## config.mk

```make
export PLATFORM = sky130hd
export DESIGN_NAME = spram_arbiter
export DESIGN_NICKNAME = d
export VERILOG_FILES = /design/src/rtl/spram_arbiter_pkg.sv /design/src/rtl/spram_arb2.sv /design/src/rtl/spram_arbiter.sv
export SDC_FILE = /design/constraint.sdc
export NUM_CORES = 1
export LEC_CHECK = 0
export CORE_MARGIN = 2
export CORE_UTILIZATION = 31
export CTS_BUF_LIST = sky130_fd_sc_hd__clkbuf_2
export CTS_CLUSTER_DIAMETER = 80
export CTS_CLUSTER_SIZE = 14
export DETAILED_ROUTE_END_ITERATION = 10
export GPL_ROUTABILITY_DRIVEN = 0
export PLACE_DENSITY = 0.84
export REMOVE_ABC_BUFFERS = 1
export SLEW_MARGIN = 20
export SYNTH_ARGS = -nofsm -noshare
export SYNTH_HDL_FRONTEND = slang
export SYNTH_SLANG_ARGS = --single-unit
```

## constraint.sdc

```tcl
create_clock -name clk -period 1.9 [get_ports clk]
set_clock_uncertainty 0.2 [all_clocks]
set_input_delay 0.285 -clock clk [delete_from_list [all_inputs] [get_ports clk]]
set_output_delay 0.285 -clock clk [all_outputs]
set_load 0.05 [all_outputs]
```

## src/rtl/spram_arbiter_pkg.sv

```systemverilog
// spram_arbiter_pkg: shared types and defaults for the two-requester RAM
// arbiter. The optional round-robin mode is selected with SPRAM_ARB_RR_EN.
package spram_arbiter_pkg;

  // Default geometry of the attached RAM (64 x 14).
  localparam int DEF_ADDR_WIDTH = 6;
  localparam int DEF_DATA_WIDTH = 14;

  // Request struct fields are sized to the widest geometry the arbiter
  // supports; narrower instances zero-extend into it and truncate out of it.
  localparam int REQ_ADDR_MAX = 16;
  localparam int REQ_DATA_MAX = 32;

  // Sequencer states: IDLE only lasts one edge after reset, INIT sweeps
  // the array, RUN arbitrates forever.
  typedef enum logic [1:0] {
    ST_IDLE = 2'd0,
    ST_INIT = 2'd1,
    ST_RUN  = 2'd2
  } state_e;

  // One requester's command as seen by the write-port mux.
  typedef struct packed {
    logic                    write;
    logic [REQ_ADDR_MAX-1:0] addr;
    logic [REQ_DATA_MAX-1:0] wdata;
  } req_t;

endpackage

```

## src/rtl/spram_arb2.sv

```systemverilog
// spram_arb2: 2-way grant unit. Two requests in, one-hot grant out.
// With SPRAM_ARB_RR_EN defined a one-bit priority pointer alternates the
// winner after each contested grant; otherwise requester 0 always wins.
module spram_arb2
  import spram_arbiter_pkg::*;
(
`ifdef SPRAM_ARB_RR_EN
  input  logic       clk,
  input  logic       rst_n,
`endif
  input  logic [1:0] i_req,
  output logic [1:0] o_gnt
);

`ifdef SPRAM_ARB_RR_EN
  // 0: requester 0 has priority on contention, 1: requester 1 has priority.
  logic r_ptr;

  // Pick the winner; the pointer only matters when both request.
  always_comb begin
    o_gnt = i_req;
    if (&i_req) begin
      o_gnt = r_ptr ? 2'b10 : 2'b01;
    end
  end

  // After a contested grant point at the loser so it wins next time.
  always_ff @(posedge clk or negedge rst_n) begin
    if (!rst_n) begin
      r_ptr <= 1'b0;
    end else if (&i_req) begin
      r_ptr <= o_gnt[0];
    end
  end
`else
  // Fixed priority: requester 0 wins any contention.
  always_comb begin
    o_gnt = {i_req[1] & ~i_req[0], i_req[0]};
  end
`endif

endmodule

```

## src/rtl/spram_arbiter.sv

```systemverilog
// spram_arbiter: sweeps a simple dual-port RAM to INIT_VALUE after reset,
// then shares its read port and write port between two valid/ready
// requesters. Read data returns one cycle after acceptance.
// Optional round-robin arbitration: define SPRAM_ARB_RR_EN.
//
// Handshake: a request transfers on the rising edge where reqN_valid and
// reqN_ready are both high. A requester that sees ready low keeps valid,
// write, addr and wdata stable until it is accepted. Responses have no
// backpressure: rspN_valid is high for exactly one cycle per accepted read.
module spram_arbiter
  import spram_arbiter_pkg::*;
#(
  parameter int                    ADDR_WIDTH = DEF_ADDR_WIDTH,
  parameter int                    DATA_WIDTH = DEF_DATA_WIDTH,
  parameter logic [DATA_WIDTH-1:0] INIT_VALUE = '0
) (
  input  logic                  clk,
  input  logic                  rst_n,
  input  logic                  req0_valid,
  output logic                  req0_ready,
  input  logic                  req0_write,
  input  logic [ADDR_WIDTH-1:0] req0_addr,
  input  logic [DATA_WIDTH-1:0] req0_wdata,
  input  logic                  req1_valid,
  output logic                  req1_ready,
  input  logic                  req1_write,
  input  logic [ADDR_WIDTH-1:0] req1_addr,
  input  logic [DATA_WIDTH-1:0] req1_wdata,
  output logic                  rsp0_valid,
  output logic [DATA_WIDTH-1:0] rsp0_rdata,
  output logic                  rsp1_valid,
  output logic [DATA_WIDTH-1:0] rsp1_rdata,
  output logic                  init_done,
  output logic [ADDR_WIDTH-1:0] mem_rd_addr,
  input  logic [DATA_WIDTH-1:0] mem_rd_data,
  output logic [ADDR_WIDTH-1:0] mem_wr_addr,
  output logic [DATA_WIDTH-1:0] mem_wr_data,
  output logic                  mem_wr_en
);

  // The sweep counter carries one extra bit so that reaching the last
  // address never relies on wrap-around.
  localparam logic [ADDR_WIDTH:0] SWEEP_LAST = {1'b0, {ADDR_WIDTH{1'b1}}};
  localparam logic [ADDR_WIDTH:0] SWEEP_ONE  = {{ADDR_WIDTH{1'b0}}, 1'b1};

  state_e                r_state;
  logic [ADDR_WIDTH:0]   r_sweep;
  logic [1:0]            r_tag;
  logic                  r_init_done;

  logic                  w_run;
  req_t                  w_req0;
  req_t                  w_req1;
  req_t                  w_wr_sel;
  logic [1:0]            w_rd_cand;
  logic [1:0]            w_wr_cand;
  logic [1:0]            w_gnt_rd;
  logic [1:0]            w_gnt_wr;

  assign w_run = (r_state == ST_RUN);

  // Gather each requester's command into the shared request struct.
  always_comb begin
    w_req0       = '0;
    w_req0.write = req0_write;
    w_req0.addr  = REQ_ADDR_MAX'(req0_addr);
    w_req0.wdata = REQ_DATA_MAX'(req0_wdata);
    w_req1       = '0;
    w_req1.write = req1_write;
    w_req1.addr  = REQ_ADDR_MAX'(req1_addr);
    w_req1.wdata = REQ_DATA_MAX'(req1_wdata);
  end

  // Split valid requests into read and write candidates; nothing is a
  // candidate until the sweep has finished.
  always_comb begin
    w_rd_cand = '0;
    w_wr_cand = '0;
    if (w_run) begin
      w_rd_cand = {req1_valid & ~w_req1.write, req0_valid & ~w_req0.write};
      w_wr_cand = {req1_valid &  w_req1.write, req0_valid &  w_req0.write};
    end
  end

  spram_arb2 u_arb_rd (
`ifdef SPRAM_ARB_RR_EN
    .clk   (clk),
    .rst_n (rst_n),
`endif
    .i_req (w_rd_cand),
    .o_gnt (w_gnt_rd)
  );

  spram_arb2 u_arb_wr (
`ifdef SPRAM_ARB_RR_EN
    .clk   (clk),
    .rst_n (rst_n),
`endif
    .i_req (w_wr_cand),
    .o_gnt (w_gnt_wr)
  );

  // A requester is ready exactly when it holds the grant on its port.
  assign req0_ready = w_gnt_rd[0] | w_gnt_wr[0];
  assign req1_ready = w_gnt_rd[1] | w_gnt_wr[1];

  // Read port: winner's address, or 0 when nobody reads.
  always_comb begin
    mem_rd_addr = '0;
    if (w_gnt_rd[0]) begin
      mem_rd_addr = req0_addr;
    end else if (w_gnt_rd[1]) begin
      mem_rd_addr = req1_addr;
    end
  end

  assign w_wr_sel = w_gnt_wr[1] ? w_req1 : w_req0;

  // Write port: sweep writes during INIT, granted writes during RUN.
  always_comb begin
    mem_wr_en   = 1'b0;
    mem_wr_addr = '0;
    mem_wr_data = '0;
    if (r_state == ST_INIT) begin
      mem_wr_en   = 1'b1;
      mem_wr_addr = r_sweep[ADDR_WIDTH-1:0];
      mem_wr_data = INIT_VALUE;
    end else if (|w_gnt_wr) begin
      mem_wr_en   = w_wr_sel.write;
      mem_wr_addr = ADDR_WIDTH'(w_wr_sel.addr);
      mem_wr_data = DATA_WIDTH'(w_wr_sel.wdata);
    end
  end

  // Sequencer: IDLE -> INIT sweep -> RUN, plus the read-response tag.
  always_ff @(posedge clk or negedge rst_n) begin
    if (!rst_n) begin
      r_state     <= ST_IDLE;
      r_sweep     <= '0;
      r_tag       <= '0;
      r_init_done <= 1'b0;
    end else begin
      r_tag <= w_gnt_rd;
      case (r_state)
        ST_IDLE: begin
          r_state <= ST_INIT;
        end
        ST_INIT: begin
          r_sweep <= r_sweep + SWEEP_ONE;
          if (r_sweep == SWEEP_LAST) begin
            r_state     <= ST_RUN;
            r_init_done <= 1'b1;
          end
        end
        ST_RUN: begin
          r_state <= ST_RUN;
        end
        default: begin
          r_state <= ST_IDLE;
        end
      endcase
    end
  end

  assign init_done  = r_init_done;
  assign rsp0_valid = r_tag[0];
  assign rsp1_valid = r_tag[1];
  assign rsp0_rdata = mem_rd_data;
  assign rsp1_rdata = mem_rd_data;

endmodule
```

==> metrics.cfg, run 1 <==
[run_status]
run_status=finished, violations left
violations_in_the_final_reports=setup timing

[synthesis]
yosysChipArea_um2=1230
top_logic_kind=simple AND/OR/NAND/NOR gates
yosys_warnings=0
synth_top_area_share=0.245
area_leaders=sky130_fd_sc_hd__dfrtp_1 (24%), sky130_fd_sc_hd__buf_4 (17%), sky130_fd_sc_hd__a21oi_1 (11%)

[global_routing]
globalRouteOverflowTotal=0
grt_start_max_net_pins=22
grt_usage=0.238

[die]
die_area_um2=4470
num_io_pins=120
die_extent_in_y_um=66.9
rows=22

[worst_setup_path]
cp_capture_point=mem_rd_addr[3]
setup.reg_to_reg.worst_slack_ns=0.04
worst_setup_path_end_kind=primary output

[finish]
area_delta_synth_final_pct=119
final_net_count=290
reg.largest.list=r_sweep: 7 flops, r_state: 2 flops, r_tag: 2 flops

[final_timing]
setup_viol=28
hold-worst-slack_ns=0.140
grt_setup_unrepaired=yes
final.period_utilization=1.28
fin_tns_setup_ns=-12.32
setup_ws_ns=-0.531

[pwr]
ir_worst_vdd_mv=0.172
power_density_nw_per_um2=189

[clock_network]
worstSkewPairLatency_ns=0.28
cts-htree-levels=1
cts_buffer_depth=2
post_cts.repair.setup_buffers=2
hold_buffers=0

[placed_design]
placed_area_um2=2220

[run 1: power breakdown]
part | switching [mW] | internal (mW)
Combinational | 0.0346 | 0.0837
Clock | 0.0887 | 0.0430
Sequential | 0 | 0.255
[run 1: layout by cell type (no fill, tap or decap), types with 4 or more instances in the layout]
master and count:
sky130_fd_sc_hd__buf_12 32, sky130_fd_sc_hd__nand2_1 13, sky130_fd_sc_hd__a21oi_2 9, sky130_fd_sc_hd__nand3_2 5, sky130_fd_sc_hd__a21oi_1 6, sky130_fd_sc_hd__clkdlybuf4s50_1 45, sky130_fd_sc_hd__a21oi_4 11, sky130_fd_sc_hd__nor2b_1 4
sky130_fd_sc_hd__nand3_1 13, sky130_fd_sc_hd__buf_4 14, sky130_fd_sc_hd__buf_6 6, sky130_fd_sc_hd__dfrtp_1 11, sky130_fd_sc_hd__xnor2_1 4, sky130_fd_sc_hd__a22o_1 5, sky130_fd_sc_hd__nand4_1 4
[run 1: area by class of cell]
type | count | area, µm²
Inverter | 3 | 13.8
Multi-Input combinational cell | 105 | 958
Sequential cell | 12 | 302
Timing Repair Buffer | 100 | 1330
Tap cell | 48 | 60.1
Clock buffer | 3 | 15.0
Fill cell | 215 | 1060
[run 1: routing by layer]
| layer | share of wire | global-route usage | wire length, µm |
|---|---|---|---|
| met4 | 0.040 | 0.128 | 238 |
| met5 | 0 | 0.0694 | 0 |
| met1 | 0.34 | 0.228 | 2020 |
| met2 | 0.47 | 0.388 | 2820 |
| met3 | 0.15 | 0.144 | 924 |
[run 1: logic make-up (layout without fill, tap and decap cells)]
logic type	after synthesis	after routing
AOI/OAI and AO/OA	35	35
buffers and inverters	42	106
DFF	12	12
adders and majority gates	5	5
and+or+nand+nor	56	56
xor gates and xnor gates	6	6
muxes	3	3
Figure 1. Clock wiring as the flow saved it (run 1).
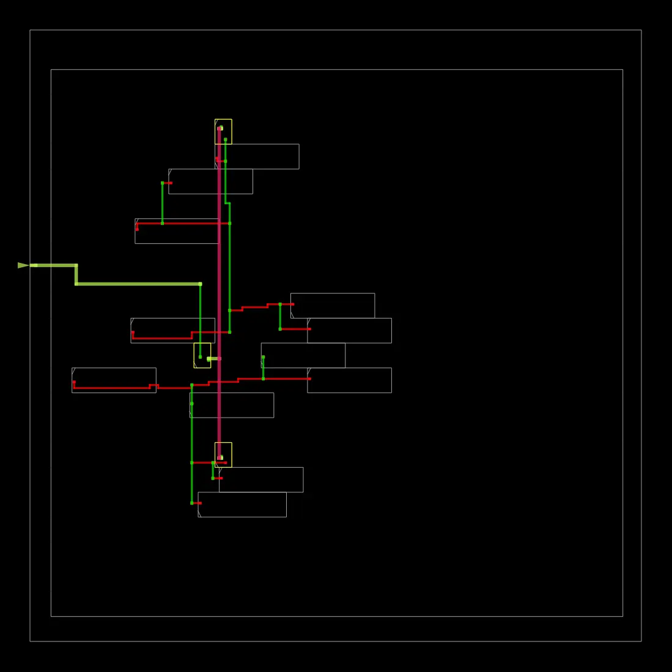
total clock buffers created by CTS: 3
TritonCTS Sinks: 12

Figure 2. The metal 1 layer (run 1).
Drawn at 4 px/µm. Supply wires on this layer in grey.
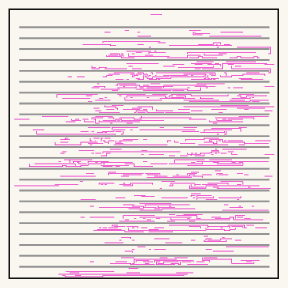
The longest straight run is 32.2 µm. The layer holds 34% of the routed length.
Total Wirelength: 6010 µm
met1 track utilization from global routing: 0.228
DR vias: 1520

Figure 3. Cell density map (run 1).
Drawn at 6 px/µm. 7 x 7 tiles, from white (low) to dark blue (high), 0 to 100% covered.
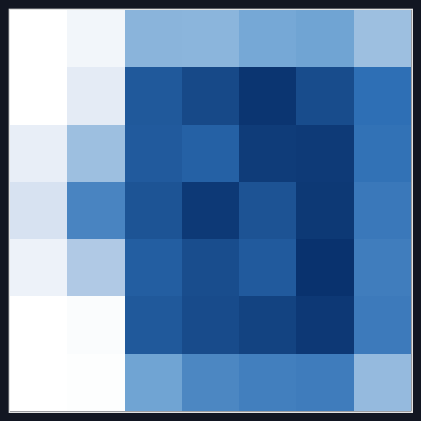
The mean over all tiles is 59%. The emptiest ninth of the die: south-west. 41% of the tiles are over 75% full. The fullest tile reaches 99%. 10% of the tiles are nearly empty.
fp_density: 0.328
final cell utilization of the core: 0.716
core region area: 3740 µm²

Figure 4. Met3 routing (run 1).
Drawn at 8 px/µm. Cells faint in the background.
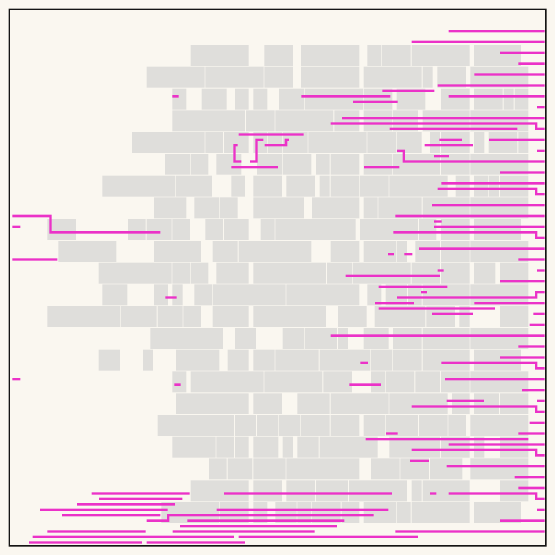

--- run 2 (diff from run 1) ---
CORE_MARGIN = 10   (was 2)
Figure 5. Met3 routing (run 2).
Drawn at 6 px/µm. Cells faint in the background.
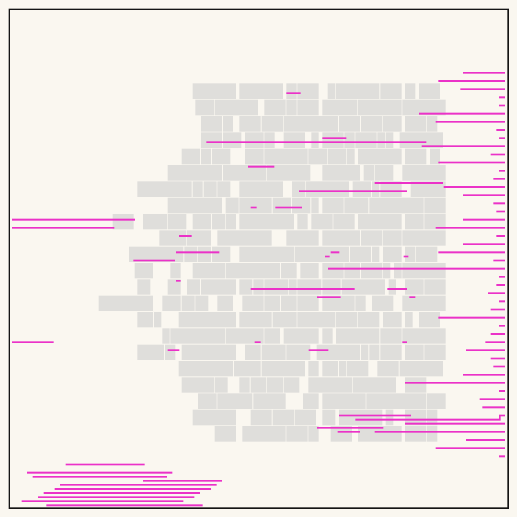
The layer carries 738 µm of wire. The longest straight run is 36.3 µm. The wires run mostly horizontal. The layer holds 11% of the routed length.
Total Wirelength: 6760 µm
global-route met3 utilization: 0.0674
DR vias: 1529

Figure 6. Clock distribution (run 2).
Drawn at 4 px/µm.
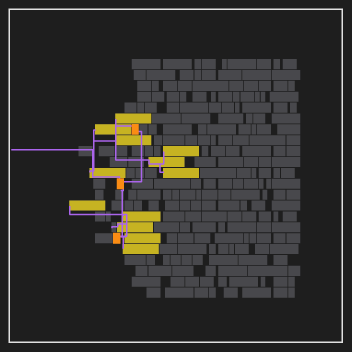
Key: clock wires = purple [length 155 µm]; clock-net drivers = orange [count 3]; flip-flops = yellow [count 12]
There are 4 routed clock nets. Position of the flops: centre.
Clk Latency, worst-skew pair: 0.27 ns
relative contribution of the clock network to total power: 0.256

==> metrics.cfg, run 2 <==
[final_timing]
setup_viol=28
grt_setup_unrepaired=yes
fin_tns_setup_ns=-11.75
setup_ws_ns=-0.543

[finish]
reg.largest.list=r_sweep: 7 flops, r_state: 2 flops, r_tag: 2 flops
fin_util=0.698
area_delta_synth_final_pct=113
layout.filler_cells=221
seq_area_um2=302
layout_top_cell_excl_fill_tap=sky130_fd_sc_hd__clkdlybuf4s50_1
layout_top_cells=sky130_fd_sc_hd__clkdlybuf4s50_1 (45), sky130_fd_sc_hd__buf_12 (31), sky130_fd_sc_hd__a21oi_2 (17)

[die]
die_extent_in_y_um=82.9
rows=22
num_io_pins=120
placeableCoreArea_um2=3740

[synthesis]
yosysChipArea_um2=1230
area_leaders=sky130_fd_sc_hd__dfrtp_1 (24%), sky130_fd_sc_hd__buf_4 (17%), sky130_fd_sc_hd__a21oi_1 (11%)

[worst_setup_path]
setup.reg_to_reg.worst_slack_ns=0
worst_setup_path_end_kind=primary output

[placed_design]
placed_area_um2=2200

[pwr]
netSwitchingFraction=0.230
combPwrFrac=0.234
internal_power_uw=385
ir_worst_vdd_mv=0.189
power_density_nw_per_um2=191
switchingPower_uw=115

[run_status]
violations_in_the_final_reports=setup timing
run_status=finished, violations left

[global_routing]
globalRouteOverflowTotal=0
grt_start_max_net_pins=22
grt_usage=0.151

[clock_network]
cts-htree-levels=1

Figure 7. Clock wiring as the flow saved it (run 2).
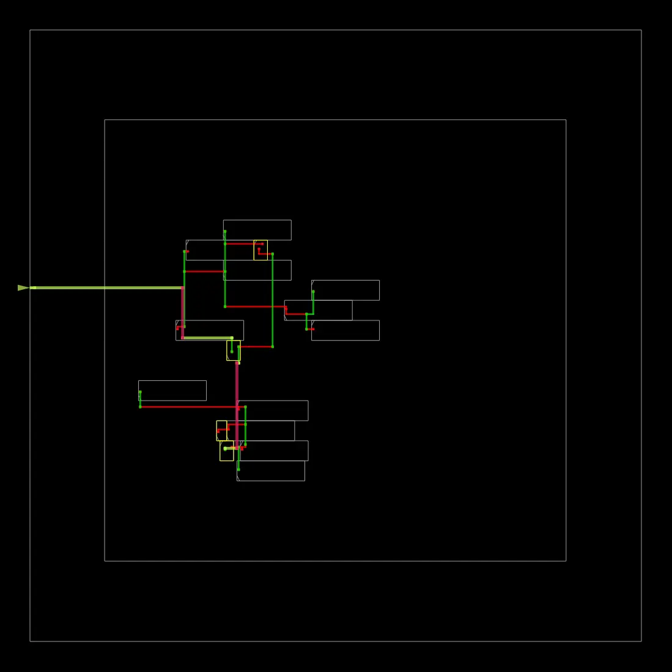
power in the clock group: 128 µW
count of clock buffers in the final design: 3
sequential cell count of the final layout: 12

## run 2: cell families after synthesis
group	after synthesis	synth area share
and+or+nand+nor	56	0.241
buffers and inverters	42	0.227
AOI/OAI and AO/OA	35	0.166
DFF	12	0.245
xor gates and xnor gates	6	0.0429
adders and majority gates	5	0.0510
muxes	3	0.0275
## run 2: power by group through the flow
| stage | Combinational [mW] | Sequential [mW] | Clock (mW) |
|---|---|---|---|
| after floorplan | 0.00154 | 0.260 | 0 |
| after global placement | 0.105 | 0.260 | 0 |
| after detailed placement | 0.107 | 0.260 | 0 |
| after CTS | 0.109 | 0.255 | 0.132 |
| after global routing | 0.123 | 0.255 | 0.146 |
| final | 0.117 | 0.255 | 0.128 |
## run 2: cell type report
cell class / instances / share of cell area
timing repair buffer: 98 / 0.508
clock inverter: 1 / 0.00144
inverter: 3 / 0.00527
sequential: 12 / 0.115
clock buffer: 3 / 0.00574
multi-input combinational: 106 / 0.341
tap: 48 / 0.0230
## run 2: final timing paths
check,startpoint,endpoint,cells past startpoint
setup / recovery,r_state[0],mem_wr_data[10],7
hold reg to reg,init_done,init_done,2
max in group asynchronous,rst_n,r_state[1],1
hold / removal,rst_n,r_sweep[6],1
min in group clk,init_done,init_done,2
setup reg to reg,r_state[1],r_state[1],8
## run 2: metal layers
metal	track usage	wire length, µm
met5	0	0
met4	0.0308	160
met3	0.0674	738
met2	0.246	3340
met1	0.178	2520
## run 2: repair_timing
action	in CTS	in global routing
endpoints found under the setup margin	29	31
setup buffers	2	1
gates resized	40	24
cloned	1	4
pin swaps	19	6
Power is estimated from default activity; no workload was simulated.
